Fig. 1: run 1, routing congestion map
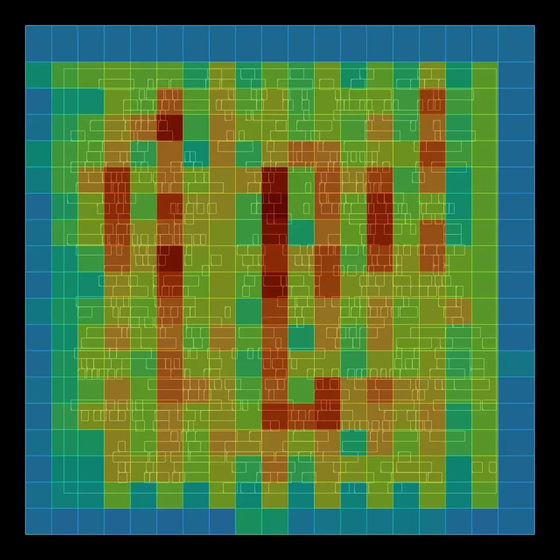
Fig. 2: run 1, zoomed window
The bar under the picture is 10 um long. Region (21, 21) to (46, 46) um. Cells in grey, sequential cells in the stronger grey; small squares are vias.
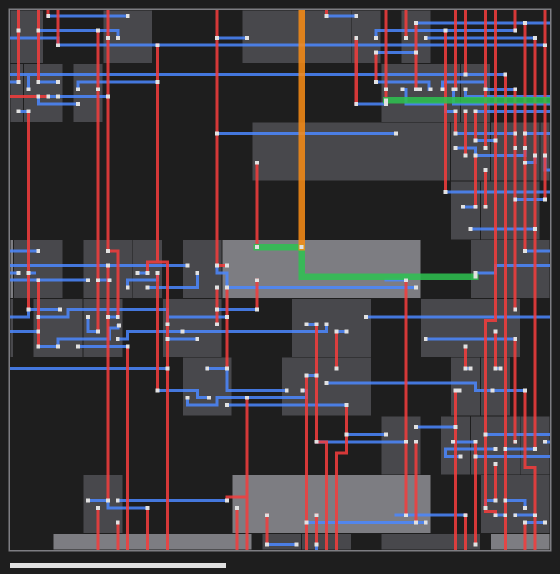
Fig. 3: run 1, logic cells by family
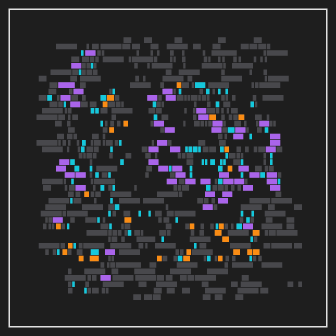
Design sun_pll_rosc_cal, sky130hd; sources not shown.
==> run_summary.xml <==
<?xml version="1.0" encoding="UTF-8"?>
<metrics>
  <group name="outcome">
    <metric name="status" unit="">finished, final reports clean</metric>
  </group>
  <group name="route">
    <metric name="detailedRoute.firstIterationViolations" unit="">254</metric>
    <metric name="drt-total-wl" unit="mm">12.7</metric>
    <metric name="remaining_drc_errors" unit="">0</metric>
    <metric name="drt_pre_antenna_iters" unit="">6</metric>
    <metric name="vias_per_cell" unit="">5.47</metric>
    <metric name="drtAntennaViolNets" unit="">0</metric>
    <metric name="via_count" unit="">4181</metric>
  </group>
  <group name="critical_path">
    <metric name="end_kind" unit="">flip-flop</metric>
    <metric name="setup.reg_to_reg.worst_slack" unit="ns">1.12</metric>
    <metric name="critPathLaunchType" unit="">flip-flop</metric>
    <metric name="critPathBufInv" unit="">1</metric>
    <metric name="critPathArrivalTime" unit="ns">4.70</metric>
    <metric name="r2r_cells" unit="">18</metric>
    <metric name="slowest_stage" unit="">fa_1</metric>
    <metric name="cp.required" unit="ns">5.82</metric>
    <metric name="worst_path_largest_cell_delay" unit="ns">0.45</metric>
    <metric name="timing.critical_path.cells" unit="">inv_1, ha_1, nand3_1, nor3_1, nand3_1, nand2_1, ha_1, a21oi_1, o211ai_1, a311oi_1, a21oi_2, fa_1, a21o_1, a21oi_1, xor2_1, xnor2_1, o2bb2ai_1, o2bb2ai_1</metric>
    <metric name="critical-path-top-delay-family" unit="">AND-OR/OR-AND gates</metric>
    <metric name="critical_path_class" unit="">reg2reg</metric>
    <metric name="critPathMaxFanout" unit="">10</metric>
    <metric name="worstSetupPathDepth" unit="">18</metric>
  </group>
  <group name="logic_synthesis">
    <metric name="top_cells_by_area" unit="">dfrtp_1 33%, ha_1 14%, nand2_1 5.4%</metric>
    <metric name="ys_cells" unit="">562</metric>
    <metric name="synth_nets" unit="">631</metric>
    <metric name="yosys_most_used_dff" unit="">dfrtp_1</metric>
    <metric name="yosysTopAreaCellShare" unit="">0.328</metric>
    <metric name="postSynthCellCount" unit="">562</metric>
    <metric name="yosysWarningCount" unit="">0</metric>
    <metric name="yosys.area.top_type" unit="">dfrtp_1</metric>
    <metric name="postSynthAreaPerCell" unit="sq um">8.29</metric>
    <metric name="synth-seq-cells" unit="">61</metric>
    <metric name="top_cells_by_count" unit="">67 x nand2_1, 61 x dfrtp_1, 52 x ha_1</metric>
    <metric name="ys_chip_area" unit="sq um">4660</metric>
    <metric name="synth_sequential_area_ratio" unit="">0.328</metric>
    <metric name="edf_count" unit="">0</metric>
    <metric name="synth_async_sr_flop_share" unit="">1.00</metric>
    <metric name="synth.most_common_cell" unit="">nand2_1</metric>
    <metric name="netlist_area" unit="sq um">4660</metric>
    <metric name="ys_types" unit="">59</metric>
  </group>
  <group name="final_layout">
    <metric name="flow.area_growth_from_synthesis" unit="%">17.6</metric>
    <metric name="design_area" unit="sq um">5480</metric>
    <metric name="drive_gt1_frac" unit="">0.0507</metric>
    <metric name="nNetsFinal" unit="">656</metric>
    <metric name="antenna-diode-count" unit="">0</metric>
  </group>
  <group name="timing">
    <metric name="setup-tns-final" unit="ns">0</metric>
    <metric name="tightest_slew" unit="ns">0.832</metric>
    <metric name="report.final.hold_viol_count" unit="">0</metric>
    <metric name="setup_violation_total_in_the_final_timing_report" unit="">0</metric>
    <metric name="slew-limit-headroom" unit="">0.431</metric>
    <metric name="post-route-period-util" unit="">0.806</metric>
    <metric name="min_period" unit="ns">4.68</metric>
    <metric name="max_slew_vio_count" unit="">0</metric>
    <metric name="rsz0062_at_grt" unit="">no</metric>
    <metric name="clock.fmax" unit="MHz">214</metric>
  </group>
  <group name="clocking">
    <metric name="cts_made_buffers" unit="">9</metric>
    <metric name="clkSinkCount" unit="">61</metric>
    <metric name="clock_tree_root_driver_cell" unit="">clkbuf_16</metric>
    <metric name="clock_transition_time_at_the_flip_flop_clock_pins_of_the_worst_setup_and_hold_paths" unit="ns">0.06</metric>
    <metric name="cts.path.max_buffers" unit="">2</metric>
    <metric name="setup_fix_buffers_added_after_clock_tree_synthesis" unit="">0</metric>
    <metric name="cts_hold_buf" unit="">0</metric>
    <metric name="cts-resized-gates" unit="">0</metric>
    <metric name="ctsHtreeMaxLevel" unit="">3</metric>
    <metric name="tritoncts_clock_tree" unit="">built</metric>
    <metric name="insertion_delay" unit="ns">0.34</metric>
  </group>
  <group name="place">
    <metric name="port-buffer-count" unit="">35</metric>
    <metric name="globalplace.congestion" unit="">0.855</metric>
    <metric name="placed_cell_area" unit="sq um">5150</metric>
    <metric name="hpwlAfterDp" unit="mm">9.34</metric>
    <metric name="place_inst" unit="">748</metric>
  </group>
  <group name="job">
    <metric name="warning_count" unit="">34</metric>
    <metric name="maxCapViolCount" unit="">0</metric>
  </group>
  <group name="floorplan">
    <metric name="design.portCount" unit="">36</metric>
    <metric name="coreArea" unit="sq um">12700</metric>
    <metric name="die_span_in_x" unit="um">134</metric>
    <metric name="die_area" unit="sq um">17900</metric>
    <metric name="dieHeight" unit="um">134</metric>
    <metric name="core.rowCount" unit="">41</metric>
    <metric name="initial_core_util" unit="">0.368</metric>
  </group>
  <group name="min_path">
    <metric name="type_of_the_tightest_min_delay_check" unit="">reg2reg</metric>
    <metric name="whs_path_depth" unit="">1</metric>
  </group>
  <group name="pwr">
    <metric name="static-leakage-power" unit="nW">2.40</metric>
    <metric name="power-per-cell-area" unit="nW/um^2">357</metric>
    <metric name="max-vdd-ir-drop" unit="V">0.000138</metric>
  </group>
  <group name="grt">
    <metric name="first_global_vias" unit="">4142</metric>
    <metric name="initial_antenna_violation_count" unit="">0</metric>
    <metric name="grt_start_max_net_pins" unit="">62</metric>
    <metric name="grt.total_usage" unit="">0.146</metric>
    <metric name="wire_length_of_the_first_global_routing_pass" unit="mm">21.5</metric>
    <metric name="overflow" unit="">0</metric>
  </group>
</metrics>
Back to the opening pictures, Fig. 1:
grt peak-use layer: met2
core occupancy in the finished layout: 0.432
average wire length per cell after detail routing: 16.7 um

Back to the opening pictures, Fig. 2:
legend:
  blue:
    layer: M1
  orange:
    layer: M4
  green:
    layer: M3
  red:
    layer: M2
cells with their middle in the window: 33
most frequent: inv_1 (4), nor2_1 (4), o21ai_0 (4)
sequential cells in the window: 2

Back to the opening pictures, Fig. 3:
legend:
  purple:
    family: fa/ha/maj cells
    cells: 53
    most_used: ha_1
  orange:
    family: and/or cells
    cells: 28
    most_used: and3_1
  cyan:
    family: nor cells
    cells: 85
    most_used: nor2_1
Non-Filler Instances: 764
Comb area share: 0.533
most common library cell in the layout ignoring fill and taps: nand2_1

run 1: metal layers:
metal	routed length, um	up-vias	GRT usage
met1	6030	2029	0.190
met3	485	9	0.0344
met4	166	0	0.0484
li1	-	2080	-
met2	6060	63	0.235
met5	0	-	0
run 1: where the power goes:
group / total (W) / switching [W] / internal, W / leakage (nW)
combinational: 0.000789 / 0.000486 / 0.000303 / 1.41
sequential: 0.000574 / 0.000106 / 0.000469 / 0.836
clock: 0.000590 / 0.000202 / 0.000388 / 0.152
total: 0.00195 / 0.000794 / 0.00116 / 2.40
run 1: cell type report:
type	instances	area (sq um)
clock buffers	11	243
clock inverters	5	83.8
fillers	1297	7190
inverters	31	116
multi-input cells	445	2920
flip-flops and latches	61	1530
well taps	172	215
repair buffers	39	375
run 1: metrics by stage:
stage           util  hold slack, ns  worst slack (ns)  power [W]
4_1_cts        0.432           0.308              1.18    0.00197
5_1_grt        0.432           0.318             0.747    0.00212
2_1_floorplan      -           0.267              1.71    0.00115
6_report       0.432           0.300              1.12    0.00195
3_5_place_dp   0.407           0.294              1.19    0.00137
3_3_place_gp   0.407           0.284              1.29    0.00137
run 1: cells in the final DEF (no fill, tap or decap), types with 7 or more instances in the layout:
master / netlist / layout
nor3_1: 18 / 18
and3_1: 7 / 7
dfrtp_1: 61 / 61
nand2b_1: 8 / 8
nand3_1: 26 / 26
a21oi_1: 46 / 46
xnor2_1: 19 / 19
nor2b_1: 8 / 8
clkdlybuf4s50_1: 0 / 34
ha_1: 52 / 52
a22o_1: 15 / 15
clkbuf_16: 0 / 9
nand2_1: 67 / 67
nand4_1: 12 / 12
nor2_1: 51 / 51
inv_1: 30 / 30
o21ai_0: 28 / 28
run 1: logic make-up after synthesis:
group           Yosys count  share of synthesized area
mux                       2                    0.00430
fa+ha+maj                53                      0.144
flops                    61                      0.328
compound gates          138                      0.192
simple gates            228                      0.241
xor+xnor                 24                     0.0451
buf+inv                  56                     0.0462
Power is estimated from default activity; no workload was simulated.
